File: config.mk
export PLATFORM = sky130hd
export DESIGN_NAME = alu_req_arbiter
export DESIGN_NICKNAME = d
export VERILOG_FILES = /design/src/rtl/alu_req_arbiter.sv
export SDC_FILE = /design/constraint.sdc
export NUM_CORES = 1
export LEC_CHECK = 0
export CAP_MARGIN = 10
export CORE_ASPECT_RATIO = 0.8
export CORE_MARGIN = 1.5
export CORE_UTILIZATION = 40
export DETAILED_ROUTE_END_ITERATION = 8
export GPL_TIMING_DRIVEN = 0
export PLACE_DENSITY_LB_ADDON = 0.3
export SETUP_SLACK_MARGIN = 0.3
export SYNTH_ARGS = -nofsm -noshare
export SYNTH_HDL_FRONTEND = slang
export SYNTH_SLANG_ARGS = --single-unit
File: constraint.sdc
create_clock -name CLK -period 3.4 [get_ports CLK]
set_input_delay 0.68 -clock CLK [delete_from_list [all_inputs] [get_ports CLK]]
set_output_delay 0.68 -clock CLK [all_outputs]
set_load 0.02 [all_outputs]
File: src/rtl/alu_req_arbiter.sv
// Round-robin arbiter that shares one ALU among NREQ requesters and routes
// each ALU result back to its issuer through an in-order tag FIFO.
module alu_req_arbiter #(
   parameter int NREQ       = 4,
   parameter int DATA_WIDTH = 8,
   parameter int TAG_DEPTH  = 4
) (
   input  logic                       CLK,
   input  logic                       RST,
   input  logic [NREQ-1:0]            REQ,
   input  logic [4*NREQ-1:0]          REQ_OP,
   input  logic [2*NREQ-1:0]          REQ_MOVI,
   input  logic [DATA_WIDTH*NREQ-1:0] REQ_A,
   input  logic [DATA_WIDTH*NREQ-1:0] REQ_B,
   input  logic [DATA_WIDTH*NREQ-1:0] REQ_IMM,
   input  logic [DATA_WIDTH*NREQ-1:0] REQ_MEM,
   output logic [NREQ-1:0]            GNT,
   output logic                       ACT,
   output logic [3:0]                 OP,
   output logic [1:0]                 MOVI,
   output logic [DATA_WIDTH-1:0]      REG_A,
   output logic [DATA_WIDTH-1:0]      REG_B,
   output logic [DATA_WIDTH-1:0]      IMM,
   output logic [DATA_WIDTH-1:0]      MEM,
   input  logic                       ALU_RDY,
   input  logic [DATA_WIDTH-1:0]      EX_ALU,
   input  logic                       EX_ALU_VLD,
   output logic [DATA_WIDTH-1:0]      RES_DATA,
   output logic [NREQ-1:0]            RES_VLD,
   output logic                       ERR
);
   localparam int IDW = (NREQ > 1) ? $clog2(NREQ) : 1;
   localparam int PW  = (TAG_DEPTH > 1) ? $clog2(TAG_DEPTH) : 1;
   localparam int CW  = $clog2(TAG_DEPTH + 1);

   logic [3:0]            op_arr   [NREQ];
   logic [1:0]            movi_arr [NREQ];
   logic [DATA_WIDTH-1:0] a_arr    [NREQ];
   logic [DATA_WIDTH-1:0] b_arr    [NREQ];
   logic [DATA_WIDTH-1:0] imm_arr  [NREQ];
   logic [DATA_WIDTH-1:0] mem_arr  [NREQ];

   logic                  act_reg;
   logic [3:0]            op_reg;
   logic [1:0]            movi_reg;
   logic [DATA_WIDTH-1:0] a_reg, b_reg, imm_reg, mem_reg;
   logic [IDW-1:0]        rr_ptr_reg, hold_id_reg;
   logic [IDW-1:0]        tag_mem [TAG_DEPTH];
   logic [PW-1:0]         wr_ptr_reg, rd_ptr_reg;
   logic [CW-1:0]         fifo_cnt_reg;
   logic [NREQ-1:0]       res_vld_reg;
   logic [DATA_WIDTH-1:0] res_data_reg;
   logic                  err_reg;

   logic [2*NREQ-1:0]     req_dbl;
   logic [NREQ-1:0]       req_rot;
   logic [IDW-1:0]        offset;
   logic [IDW:0]          win_sum;
   logic [IDW-1:0]        winner;
   logic [IDW-1:0]        head_id;
   logic [NREQ-1:0]       head_onehot;
   logic                  slot_free, room, load, accept, pop;

   genvar gi;
   generate
      for (gi = 0; gi < NREQ; gi++) begin : g_unpack
         assign op_arr[gi]      = REQ_OP[4*gi +: 4];
         assign movi_arr[gi]    = REQ_MOVI[2*gi +: 2];
         assign a_arr[gi]       = REQ_A[DATA_WIDTH*gi +: DATA_WIDTH];
         assign b_arr[gi]       = REQ_B[DATA_WIDTH*gi +: DATA_WIDTH];
         assign imm_arr[gi]     = REQ_IMM[DATA_WIDTH*gi +: DATA_WIDTH];
         assign mem_arr[gi]     = REQ_MEM[DATA_WIDTH*gi +: DATA_WIDTH];
         assign GNT[gi]         = load && (winner == IDW'(gi));
         assign head_onehot[gi] = (head_id == IDW'(gi));
      end
   endgenerate

   // Rotate so bit 0 is the requester just after rr_ptr; the lowest set bit wins.
   assign req_dbl = {REQ, REQ};
   assign req_rot = NREQ'(req_dbl >> ({1'b0, rr_ptr_reg} + (IDW+1)'(1)));

   always_comb begin
      offset = '0;
      for (int j = NREQ - 1; j >= 0; j--) begin
         if (req_rot[j]) offset = IDW'(j);
      end
      win_sum = {1'b0, rr_ptr_reg} + {1'b0, offset} + (IDW+1)'(1);
      if (win_sum >= (IDW+1)'(NREQ)) win_sum = win_sum - (IDW+1)'(NREQ);
      winner = win_sum[IDW-1:0];
   end

   // Credit only registered occupancy; a pop in this same cycle does not free room.
   assign slot_free = !act_reg || ALU_RDY;
   assign room      = ({1'b0, fifo_cnt_reg} + (CW+1)'(act_reg)) < (CW+1)'(TAG_DEPTH);
   assign load      = RST && slot_free && (|REQ) && room;
   assign accept    = act_reg && ALU_RDY;
   assign pop       = EX_ALU_VLD && (fifo_cnt_reg != '0);
   assign head_id   = tag_mem[rd_ptr_reg];

   always_ff @(posedge CLK or negedge RST) begin
      if (!RST) begin
         act_reg      <= 1'b0;
         op_reg       <= '0;
         movi_reg     <= '0;
         a_reg        <= '0;
         b_reg        <= '0;
         imm_reg      <= '0;
         mem_reg      <= '0;
         rr_ptr_reg   <= IDW'(NREQ - 1);
         hold_id_reg  <= '0;
         wr_ptr_reg   <= '0;
         rd_ptr_reg   <= '0;
         fifo_cnt_reg <= '0;
         res_vld_reg  <= '0;
         res_data_reg <= '0;
         err_reg      <= 1'b0;
      end else begin
         if (load) begin
            act_reg     <= 1'b1;
            op_reg      <= op_arr[winner];
            movi_reg    <= movi_arr[winner];
            a_reg       <= a_arr[winner];
            b_reg       <= b_arr[winner];
            imm_reg     <= imm_arr[winner];
            mem_reg     <= mem_arr[winner];
            rr_ptr_reg  <= winner;
            hold_id_reg <= winner;
         end else if (slot_free) begin
            act_reg <= 1'b0;
         end

         if (accept) wr_ptr_reg <= wr_ptr_reg + PW'(1);
         if (pop)    rd_ptr_reg <= rd_ptr_reg + PW'(1);
         case ({accept, pop})
            2'b10:   fifo_cnt_reg <= fifo_cnt_reg + CW'(1);
            2'b01:   fifo_cnt_reg <= fifo_cnt_reg - CW'(1);
            default: fifo_cnt_reg <= fifo_cnt_reg;
         endcase

         res_vld_reg <= pop ? head_onehot : '0;
         if (pop) res_data_reg <= EX_ALU;
         if (EX_ALU_VLD && !pop) err_reg <= 1'b1;
      end
   end

   always_ff @(posedge CLK) begin
      if (accept) tag_mem[wr_ptr_reg] <= hold_id_reg;
   end

   assign ACT      = act_reg;
   assign OP       = op_reg;
   assign MOVI     = movi_reg;
   assign REG_A    = a_reg;
   assign REG_B    = b_reg;
   assign IMM      = imm_reg;
   assign MEM      = mem_reg;
   assign RES_VLD  = res_vld_reg;
   assign RES_DATA = res_data_reg;
   assign ERR      = err_reg;
endmodule

==> images/io_placement.png <==
Scale: 3 px per um. Pins as bars across the die edge, other pins in grey.
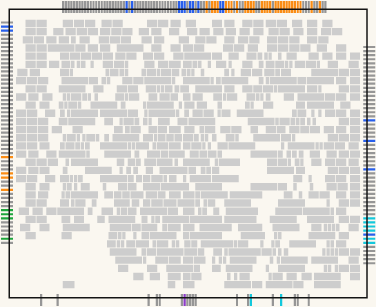
| colour | port | pins | direction | edge |
|---|---|---|---|---|
| purple | `EX_ALU_VLD` | 1 | input | bottom |
| blue | `REQ_OP` | 16 | input | 10 top, 4 right, 2 left |
| orange | `REQ_B` | 32 | input | 28 top, 4 left |
| green | `REQ` | 4 | input | left |
| cyan | `RES_DATA` | 8 | output | 6 right, 2 bottom |
die extent in x: 119 um
y dimension of the die: 95.6 um
count of input and output buffers: 223

==> images/clocks.png <==
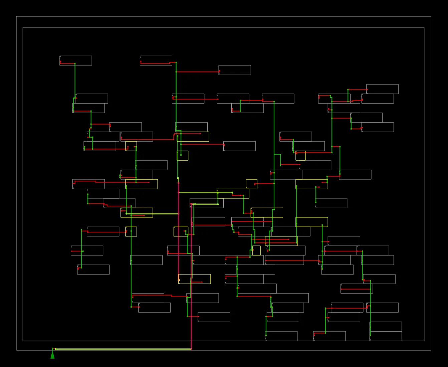
layout clock buffer count: 9
worst clock skew: 6.22 ps
clock network power consumption: 906 uW

==> GITHUB_STEP_SUMMARY <==
### Metrics collected by this job

| Metric | Value |
|---|---|
| Result of the run | `completed` |
| Maximum number of pins on one net before global-route repair | `~65` |
| Critical Path Most Common Cell | `sky130_fd_sc_hd__buf_6` |
| Reg-to-reg endpoint | `REG_B[4]$_DFFE_PN0P_` |
| Registers, synthesis | `between 70 and 80` |
| Maximum frequency from static timing analysis | `307 MHz` |
| Top logic cell family in the synthesized netlist | `multiplexers` |
| Critical path origin | `rr_ptr_reg[1]$_DFFE_PN1P_` |
| Non-clock inverters | `12` |
| Detailed-routing wirelength on met1 | `approximately 5900 um` |
| Num ports | `approximately 220` |
| Uppermost layer routed | `met4` |
| Worst-Margin Slew | `~800 ps` |
| Element type at the critical path end | `output port` |
| Critical Path, Cell by Cell | `buf_6, nand2_2, a2bb2oi_2, o211ai_1, o31ai_2, ha_2, xnor2_2, and4_4, or2_4, buf_8, nor3_4, buf_6` |
| Delay of the slowest cell on the worst path | `between 500 and 600 ps` |
| Number of OpenROAD warnings | `32` |
| Post-Place Setup Slack | `-1130 ps` |
| First-pass GRT wire length | `about 22000 um` |
| Static leakage | `approximately 3.2 nW` |
| Dpl cell area | `approximately 0.0067 mm2` |
| WP depth | `12` |
| Filler cell count | `770` |
| Worst VDD drop | `between 400 and 500 uV` |
| Adder Share, Synth | `under 10%` |
| Number of antenna diodes | `0` |
| Average routed wire per standard cell | `~17 um` |
| Gr busiest metal | `met2` |
==> images/cell_density.png <==
Scale: 3 px per um. The die is cut into 12 by 10 equal tiles; black is low, pale yellow is high, 0 to 100% covered.
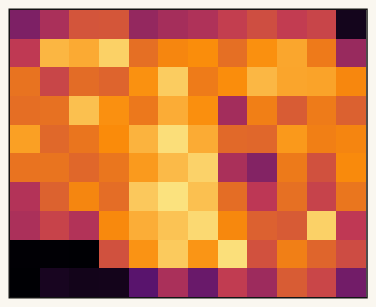
densest ninth of the die: centre
emptiest ninth of the die: lower left
tiles over 75% full: 29%
fullest tile: 94%
nearly empty tiles: 3.3%
Floorplan Core Area: 0.0103 mm2
fin util: 70.0%
Initial Utilization: 41.6%

Power figures rest on the tool's default switching activity, not on a simulated workload.
